File: config.mk
export PLATFORM = sky130hd
export DESIGN_NAME = mem_access_stage
export DESIGN_NICKNAME = d
export VERILOG_FILES = /design/src/rtl/mem_access_stage.sv
export SDC_FILE = /design/constraint.sdc
export NUM_CORES = 1
export LEC_CHECK = 0
export CORE_MARGIN = 5
export CORE_UTILIZATION = 41
export DETAILED_ROUTE_END_ITERATION = 8
export PLACE_DENSITY = 0.78
export SLEW_MARGIN = 20
export SYNTH_ARGS = -nofsm -noshare
export SYNTH_HDL_FRONTEND = slang
export SYNTH_SLANG_ARGS = --single-unit
File: constraint.sdc
create_clock -name clk -period 2 [get_ports clk]
set_clock_uncertainty 0.1 [all_clocks]
set_input_delay 0.4 -clock clk [delete_from_list [all_inputs] [get_ports clk]]
set_output_delay 0.4 -clock clk [all_outputs]
set_load 0.03 [all_outputs]
File: src/rtl/mem_access_stage.sv
// mem_access_stage: MEM pipeline stage. Converts EX/MEM control and data into a single
// req/ack data-memory transaction (byte/half/word stores with strobes, loads with sign/zero
// extension), stalls upstream while a transaction is outstanding and drives MEM/WB.
//
// Ports
//   clk, rst_n                  clock, asynchronous active-low reset
//   incrementPCIn               PC+4 from EX/MEM
//   ALUResIn                    ALU result / byte address
//   RS2In                       store data
//   rdIn, ru_writeIn            destination register and register-file write enable
//   dm_writeIn                  1 = store
//   dm_ctrlIn                   funct3 size/sign: 000 B, 001 H, 010 W, 100 BU, 101 HU
//   ru_data_srcIn               writeback select: 00 ALU, 01 load, 10 PC+4, 11 ALU
//   mem_req/we/addr/wdata/wstrb registered bus request
//   mem_ack, mem_rdata          completion pulse and read word
//   stall                       combinational freeze of upstream stages
//   wb_data, wb_rd, wb_we       MEM/WB register
//   misalign_err, bus_err       registered one-cycle error pulses
module mem_access_stage #(
  parameter int unsigned TIMEOUT_CYCLES = 255
) (
  input  logic        clk,
  input  logic        rst_n,
  input  logic [31:0] incrementPCIn,
  input  logic [31:0] ALUResIn,
  input  logic [31:0] RS2In,
  input  logic [4:0]  rdIn,
  input  logic        ru_writeIn,
  input  logic        dm_writeIn,
  input  logic [2:0]  dm_ctrlIn,
  input  logic [1:0]  ru_data_srcIn,
  output logic        mem_req,
  output logic        mem_we,
  output logic [31:0] mem_addr,
  output logic [31:0] mem_wdata,
  output logic [3:0]  mem_wstrb,
  input  logic        mem_ack,
  input  logic [31:0] mem_rdata,
  output logic        stall,
  output logic [31:0] wb_data,
  output logic [4:0]  wb_rd,
  output logic        wb_we,
  output logic        misalign_err,
  output logic        bus_err
);

  typedef enum logic [0:0] {StIdle, StBusy} state_e;

  localparam logic [7:0] CntLast = 8'(TIMEOUT_CYCLES - 1);

  state_e      state_q;
  logic [7:0]  cnt_q;
  logic        mem_req_q, mem_we_q;
  logic [31:0] mem_addr_q, mem_wdata_q;
  logic [3:0]  mem_wstrb_q;
  logic [31:0] wb_data_q;
  logic [4:0]  wb_rd_q;
  logic        wb_we_q, misalign_q, bus_err_q;

  logic        is_load, access, size_w, size_h, is_unsigned, misaligned;
  logic        wb_we_nom, timeout_hit;
  logic [31:0] st_wdata, ld_shift, ld_ext, nonload_data;
  logic [3:0]  st_wstrb;
  logic [15:0] ld_half;

  assign is_load     = (ru_data_srcIn == 2'b01);
  assign access      = dm_writeIn | is_load;
  // Reserved encodings 011/110/111 fall into the word class via bit 1.
  assign size_w      = dm_ctrlIn[1];
  assign size_h      = ~dm_ctrlIn[1] & dm_ctrlIn[0];
  assign is_unsigned = dm_ctrlIn[2] & ~dm_ctrlIn[1];
  assign misaligned  = (size_w & (|ALUResIn[1:0])) | (size_h & ALUResIn[0]);
  assign wb_we_nom   = ru_writeIn & (rdIn != 5'd0);
  assign timeout_hit = (cnt_q == CntLast) & ~mem_ack;

  // Store lane replication and strobes.
  always_comb begin
    st_wdata = RS2In;
    st_wstrb = 4'b1111;
    if (size_h) begin
      st_wdata = {2{RS2In[15:0]}};
      st_wstrb = ALUResIn[1] ? 4'b1100 : 4'b0011;
    end else if (!size_w) begin
      st_wdata = {4{RS2In[7:0]}};
      st_wstrb = 4'b0001 << ALUResIn[1:0];
    end
  end

  // Load lane extraction and extension.
  assign ld_shift = mem_rdata >> {ALUResIn[1:0], 3'b000};
  assign ld_half  = ALUResIn[1] ? mem_rdata[31:16] : mem_rdata[15:0];

  always_comb begin
    ld_ext = mem_rdata;
    if (size_h) begin
      ld_ext = {{16{ld_half[15] & ~is_unsigned}}, ld_half};
    end else if (!size_w) begin
      ld_ext = {{24{ld_shift[7] & ~is_unsigned}}, ld_shift[7:0]};
    end
  end

  assign nonload_data = (ru_data_srcIn == 2'b10) ? incrementPCIn : ALUResIn;

  // The final cycle of an access (ack or timeout) never stalls so EX/MEM advances with it.
  always_comb begin
    if (state_q == StIdle) begin
      stall = access & ~misaligned;
    end else begin
      stall = ~mem_ack & ~timeout_hit;
    end
  end

  always_ff @(posedge clk or negedge rst_n) begin
    if (!rst_n) begin
      state_q     <= StIdle;
      cnt_q       <= 8'd0;
      mem_req_q   <= 1'b0;
      mem_we_q    <= 1'b0;
      mem_addr_q  <= 32'd0;
      mem_wdata_q <= 32'd0;
      mem_wstrb_q <= 4'd0;
      wb_data_q   <= 32'd0;
      wb_rd_q     <= 5'd0;
      wb_we_q     <= 1'b0;
      misalign_q  <= 1'b0;
      bus_err_q   <= 1'b0;
    end else begin
      misalign_q <= 1'b0;
      bus_err_q  <= 1'b0;
      unique case (state_q)
        StIdle: begin
          wb_rd_q <= rdIn;
          if (!access) begin
            wb_data_q <= nonload_data;
            wb_we_q   <= wb_we_nom;
          end else if (misaligned) begin
            wb_data_q  <= ALUResIn;
            wb_we_q    <= 1'b0;
            misalign_q <= 1'b1;
          end else begin
            // Launch the bus cycle; MEM/WB takes a bubble meanwhile.
            wb_data_q   <= ALUResIn;
            wb_we_q     <= 1'b0;
            mem_req_q   <= 1'b1;
            mem_we_q    <= dm_writeIn;
            mem_addr_q  <= {ALUResIn[31:2], 2'b00};
            mem_wdata_q <= dm_writeIn ? st_wdata : 32'd0;
            mem_wstrb_q <= dm_writeIn ? st_wstrb : 4'd0;
            cnt_q       <= 8'd0;
            state_q     <= StBusy;
          end
        end
        StBusy: begin
          cnt_q <= cnt_q + 8'd1;
          if (mem_ack) begin
            mem_req_q   <= 1'b0;
            mem_we_q    <= 1'b0;
            mem_wstrb_q <= 4'd0;
            wb_rd_q     <= rdIn;
            wb_we_q     <= wb_we_nom & ~dm_writeIn;
            wb_data_q   <= (is_load & ~dm_writeIn) ? ld_ext : ALUResIn;
            state_q     <= StIdle;
          end else if (timeout_hit) begin
            mem_req_q   <= 1'b0;
            mem_we_q    <= 1'b0;
            mem_wstrb_q <= 4'd0;
            wb_rd_q     <= rdIn;
            wb_we_q     <= 1'b0;
            wb_data_q   <= ALUResIn;
            bus_err_q   <= 1'b1;
            state_q     <= StIdle;
          end
        end
        default: state_q <= StIdle;
      endcase
    end
  end

  assign mem_req      = mem_req_q;
  assign mem_we       = mem_we_q;
  assign mem_addr     = mem_addr_q;
  assign mem_wdata    = mem_wdata_q;
  assign mem_wstrb    = mem_wstrb_q;
  assign wb_data      = wb_data_q;
  assign wb_rd        = wb_rd_q;
  assign wb_we        = wb_we_q;
  assign misalign_err = misalign_q;
  assign bus_err      = bus_err_q;

endmodule
==> reports/results.ini, run 1 <==
[cells_and_area]
fin_area_mm2=0.01061
finalCoreUtilization_pct=66.56
area.combinational_mm2=0.003430
layout.nets=1073
drive_gt1_share_pct=20.83
final_cells=1159
mostFrequentLayoutCells=clkdlybuf4s50_1 (204), dfrtp_1 (116), mux2i_1 (64)

[cts]
cts_tree=yes
cts_buffer_depth=2
ctsRootBufferMaster=clkbuf_16
htree_levels=4
cts_setup_buffers=4
cts_buffers=17

[run_status]
status=finished with violations
violations=setup timing

[synth]
yosys.area_share.aoi_pct=22.52
ys_sh_simple_pct=11.14
top_cell=dfrtp_1
edf_count=0
ys_top_cells_by_count=dfrtp_1 (117), mux2i_1 (64), nand2_1 (55), o21ai_0 (45), mux2_2 (34)
synth_seq_share_pct=43.73
synthesis.area_mm2=0.006695
yosysWarnings=0
syn_area_per_cell_um2=10.35
ys_area_mm2=0.006695
area_leaders=dfrtp_1 (44%), mux2i_1 (9.6%), mux2_2 (5.7%)

[final_timing]
worst_slew_pin_slew_ps=751.2
final-setup-viol-count=1
slew_headroom_pct=49.87
finalWorstSetupSlack_ps=-105.1
period_needed_ps=2105
fin_crit_sh_pct=105.3

[placement]
dp_slack_ps=-609.7
post-dp-hpwl_um=17460
placed_area_mm2=0.009834

[power]
power.total_mw=10.37
switching_share_pct=35.51
clk-power_mw=3.15
p_seq_mw=3.22
ir_drop_v=0.0006094
power_leader=combinational logic
combPwrFrac_pct=38.6

[floorplan]
die_area_mm2=0.01898
core_mm2=0.01594
core.rowCount=46

[global_routing]
grt_max_degree=45
overflow=0
antenna_found_initial=2
grt_use_total_pct=24.62
top_usage_layer=met2

[critical_path]
cp-endpoint=stall
slowest_delay_ps=520
arrival_ps=1610
critPathLaunchType=primary input
path_class=primary input to output port
rr_worst_depth=9
critical_path.max_fanout=3
reg2reg_slack_ps=80
path_cells=clkdlybuf4s50_1 -> nor2b_2 -> buf_4 -> o221ai_4 -> nand2b_4 -> buf_6

[run]
cap_violations=0
warning_count=29

[route]
viasPerCell=5.543
dr.max_layer_used=met4
wl_per_cell_um=20.52
wl_met3_um=1821

run 1: cell type report:
class | instances | share of cell area, %
multi-input cells | 453 | 32.32
repair buffers | 324 | 31.26
flip-flops and latches | 117 | 27.60
clock buffers | 18 | 4.044
well taps | 216 | 2.547
clock inverters | 14 | 1.651
inverters | 15 | 0.5306
diodes | 2 | 0.04716
run 1: worst max-delay path: cells and delay by family:
family | cells | cell delay [ps]
simple gates | 2 | 280
compound gates | 1 | 110
buf+inv | 3 | 810
run 1: sequential cells by signal, summed over array words and instances, names as in the netlist:
| signal | count |
|---|---|
| state_q | 1 |
| misalign_err | 1 |
| mem_wstrb | 4 |
| wb_we | 1 |
| mem_req | 1 |
| wb_rd | 5 |
| wb_data | 32 |
| mem_addr | 30 |
| cnt_q | 8 |
| mem_wdata | 32 |
| mem_we | 1 |
| bus_err | 1 |
run_1/m1.png
Bar = 50 um. Cells faint in the background.
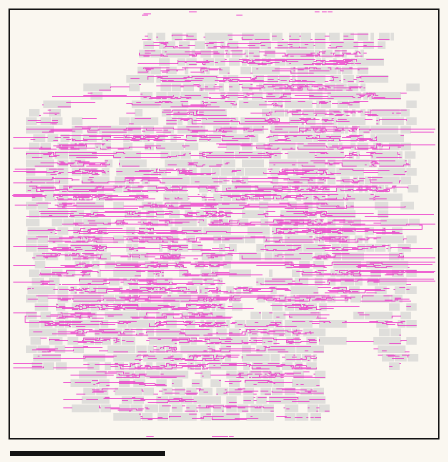
The wires run mostly horizontal. The layer carries 9,870 um of wire.
global-route met1 utilization: 32.24%
via count: 6,424

run_1/m2.png
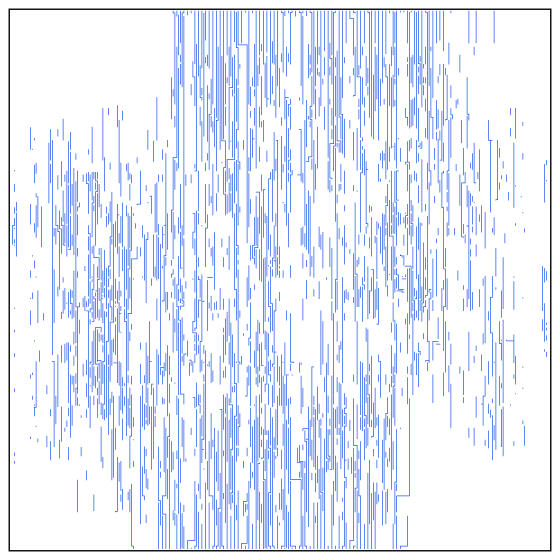
The wires run mostly vertical. The longest straight run is 55.8 um.
GRT met2 Usage: 38.20%
final WL: 23,780 um

run_1/m3.png
Bar = 50 um.
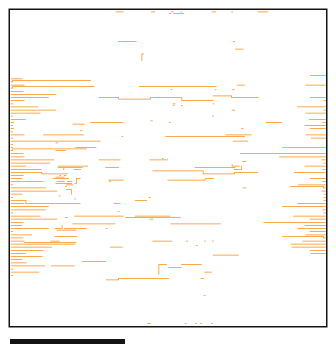
The layer holds 7.7% of the routed length. 169 nets have wire on it.
grt met3 use: 7.232%

## Run 2: what changed since run 1
PLACE_DENSITY = 0.89   (was 0.78)
run_2/m4.png
Bar = 50 um.
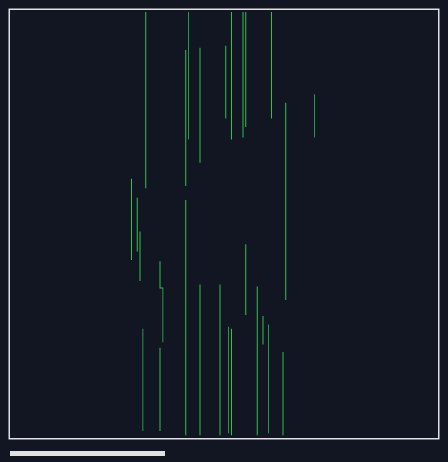
The longest straight run is 75.5 um. The layer holds 4.0% of the routed length.
via count: 6,433
final WL: 23,960 um

run_2/m3.png
Bar = 50 um.
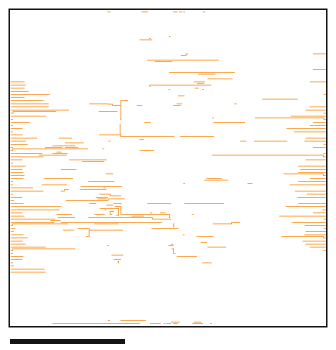
The layer holds 8.0% of the routed length. The layer carries 1,910 um of wire. The longest straight run is 48.5 um.
grt met3 use: 5.917%

==> run 2 against run 1 <==
Compared with the run above: die size stayed put; synthesized cell count stayed put; cell count is 1.2% lower; first-iteration DRC count is 5.2% lower; sequential share of layout area is 0.49 points higher; wire length is 0.76% higher; the flow still finishes with violations (setup timing); largest power group unchanged; maximum frequency is 6.6% lower; clock power is 6% lower; critical endpoint unchanged; critical path depth stayed put; count of clock-buffer cells in the layout is 3 higher.
==> reports/results.ini, run 2 <==
[final_timing]
finalWorstSetupSlack_ps=-253.4
period_needed_ps=2253
worst_slew_pin_slew_ps=681.8
final-setup-viol-count=1
fin_crit_sh_pct=112.7
slew_headroom_pct=54.45

[cells_and_area]
drive_gt1_share_pct=19.61
layout.nets=1062
inverters_excl_clock=15
logic_gate_count=455
buf_share_pct=29.86
signal_buffers=311
largest_cell_class=multi-input combinational cells
mostFrequentLayoutCells=clkdlybuf4s50_1 (221), dfrtp_1 (116), mux2i_1 (62)
clkCellAreaFrac_pct=5.424
final_cells=1145
area.combinational_mm2=0.003490
antenna_cells=1
finalCoreUtilization_pct=65.40
fin_area_mm2=0.01043
nClkBuffers=21

[power]
ir_drop_v=0.0005970
power_leader=combinational logic
power.total_mw=10.18
p_seq_mw=3.23
clk-power_mw=2.97
switching_share_pct=35.42
combPwrFrac_pct=39.1

[synth]
area_leaders=dfrtp_1 (44%), mux2i_1 (9.6%), mux2_2 (5.7%)
synth_seq_share_pct=43.73
yosys.area_share.aoi_pct=22.52
ys_top_cells_by_count=dfrtp_1 (117), mux2i_1 (64), nand2_1 (55), o21ai_0 (45), mux2_2 (34)
ys_area_mm2=0.006695
edf_count=0
syn_area_per_cell_um2=10.35
top_cell=dfrtp_1
yosysWarnings=0
ys_sh_simple_pct=11.14

[global_routing]
antenna_found_initial=1
grt_max_degree=64

[worst_hold_path]
hold_end=wb_we$_DFFE_PN0P_
min-delay-path-class=register to register

[critical_path]
cpLargestDelayFamily=buffers and inverters
critical_path.max_fanout=3
arrival_ps=1750
reg2reg_slack_ps=80
rr_worst_depth=9
worstSetupPathDepth=6
slowest_delay_ps=570
path_class=primary input to output port
critPathLaunchType=primary input

[floorplan]
core.rowCount=46
die_area_mm2=0.01898
nWellTaps=216

[route]
viasPerCell=5.618

[cts]
cts_tree=yes
htree_levels=4
cts_buffers=17
ctsRootBufferMaster=clkbuf_16
cts_setup_buffers=2

[run]
warning_count=29
cap_violations=0

[placement]
post-dp-hpwl_um=17310
placed_area_mm2=0.009699

[run_status]
status=finished with violations
violations=setup timing

## run 2: cell counts after synthesis
Identical to the previous run, type by type.
## run 2: worst reg2reg max path, cell delays in order, from the launching register on
cell and delay, ps:
dfrtp_1 380, inv_1 60, ha_2 160, and4_4 210, buf_6 100, a21oi_4 60
buf_4 150, buf_4 200, o2bb2ai_1 160, a31o_2 230
## run 2: cells by family (layout without fill, tap and decap cells)
family | after synthesis | in the layout
compound gates | 204 | 206
xor+xnor | 4 | 4
fa+ha+maj | 2 | 2
buf+inv | 78 | 356
flops | 117 | 117
mux | 100 | 100
other cells | 1 | 3
simple gates | 141 | 141
## run 2: routing by layer
layer  GRT usage [%]  routed length, um  part of all wire (%)
met2           38.75              11470                    48
met5               0                  0                     0
met4           11.53                953                   4.0
met1           31.66               9624                    40
met3           5.917               1910                   8.0
## Run 3: what changed since run 2
CELL_PAD_IN_SITES_DETAIL_PLACEMENT = 1   (was unset)
CELL_PAD_IN_SITES_GLOBAL_PLACEMENT = 2   (was unset)
CORE_UTILIZATION = 24   (was 41)
PLACE_DENSITY = 0.88   (was 0.89)
run_3/m2.png
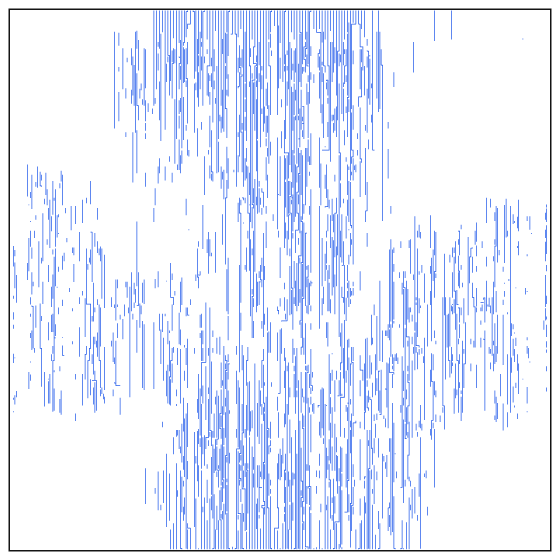
The layer holds 50% of the routed length. The layer carries 13,700 um of wire. The wires run mostly vertical.
via count: 6,280
GRT met2 Usage: 28.32%

run_3/m4.png
Bar = 50 um.
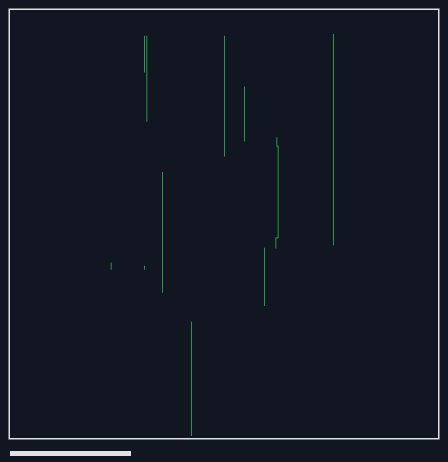
The layer holds 1.4% of the routed length. The wires run mostly vertical.
final WL: 27,330 um

==> run 3 against run 2 <==
Compared with the run above: the flow still finishes with violations (setup timing); maximum frequency grew 6.6%; total power is 0.47% higher; clock power increased by 1%; non-clock buffer count increased by 10; setup slack better by 140 ps; global-route usage shrank 7.5 points; area after synthesis unchanged.
==> reports/results.ini, run 3 <==
[route]
wl_per_cell_um=20.71
wl_met3_um=1463
wl_met1_um=11770
wl_met2_um=13710
viasPerCell=4.758

[floorplan]
core.rowCount=61
die_area_mm2=0.03134
nWellTaps=378

[final_timing]
slew_headroom_pct=48.43
period_needed_ps=2114
finalWorstSetupSlack_ps=-113.7
final-setup-viol-count=1

[power]
clk-power_mw=3.01
power_leader=combinational logic
power.total_mw=10.23

[synth]
ys_area_mm2=0.006695
ys_sh_simple_pct=11.14
yosys.area_share.aoi_pct=22.52
synth_seq_share_pct=43.73

[cts]
ctsRootBufferMaster=clkbuf_16
cts_buffers=17
cts_tree=yes
cts_buffer_depth=2

[critical_path]
critPathLaunchType=register
rr_worst_depth=9

[run]
warning_count=29

[global_routing]
grt_max_degree=61
overflow=0

[placement]
dp_slack_ps=-651.6
placed_area_mm2=0.009992
post-dp-hpwl_um=20560

[cells_and_area]
mostFrequentLayoutCells=clkdlybuf4s50_1 (198), dfrtp_1 (116), mux2i_1 (63)
largest_cell_class=multi-input combinational cells
finalCoreUtilization_pct=38.85

[worst_hold_path]
min-delay-path-class=primary input to asynchronous set/reset pin

[run_status]
status=finished with violations
violations=setup timing

[run 3: cell counts after synthesis]
Identical to the previous run, type by type.
[run 3: worst paths after layout]
path,startpoint,to,slack (ps)
max,cnt_q[0]$_DFFE_PN0P_,stall,-110
min,rst_n,mem_wdata[23]$_DFFE_PN0P_,370
max reg2reg,cnt_q[0]$_DFFE_PN0P_,wb_data[10]$_DFFE_PN0P_,80
min reg2reg,wb_we$_DFFE_PN0P_,wb_we$_DFFE_PN0P_,380
max in group asynchronous,rst_n,state_q$_DFF_PN0_,800
min in group clk,wb_we$_DFFE_PN0P_,wb_we$_DFFE_PN0P_,380
[run 3: worst max-delay path, delay by kind of cell, from the launching register on]
kind,cells,cell delay [ps]
AOI/OAI and AO/OA,1,60
and+or+nand+nor,2,390
buffers and inverters,2,210
DFF,1,380
adders and majority gates,1,160
Power is estimated from default activity; no workload was simulated.
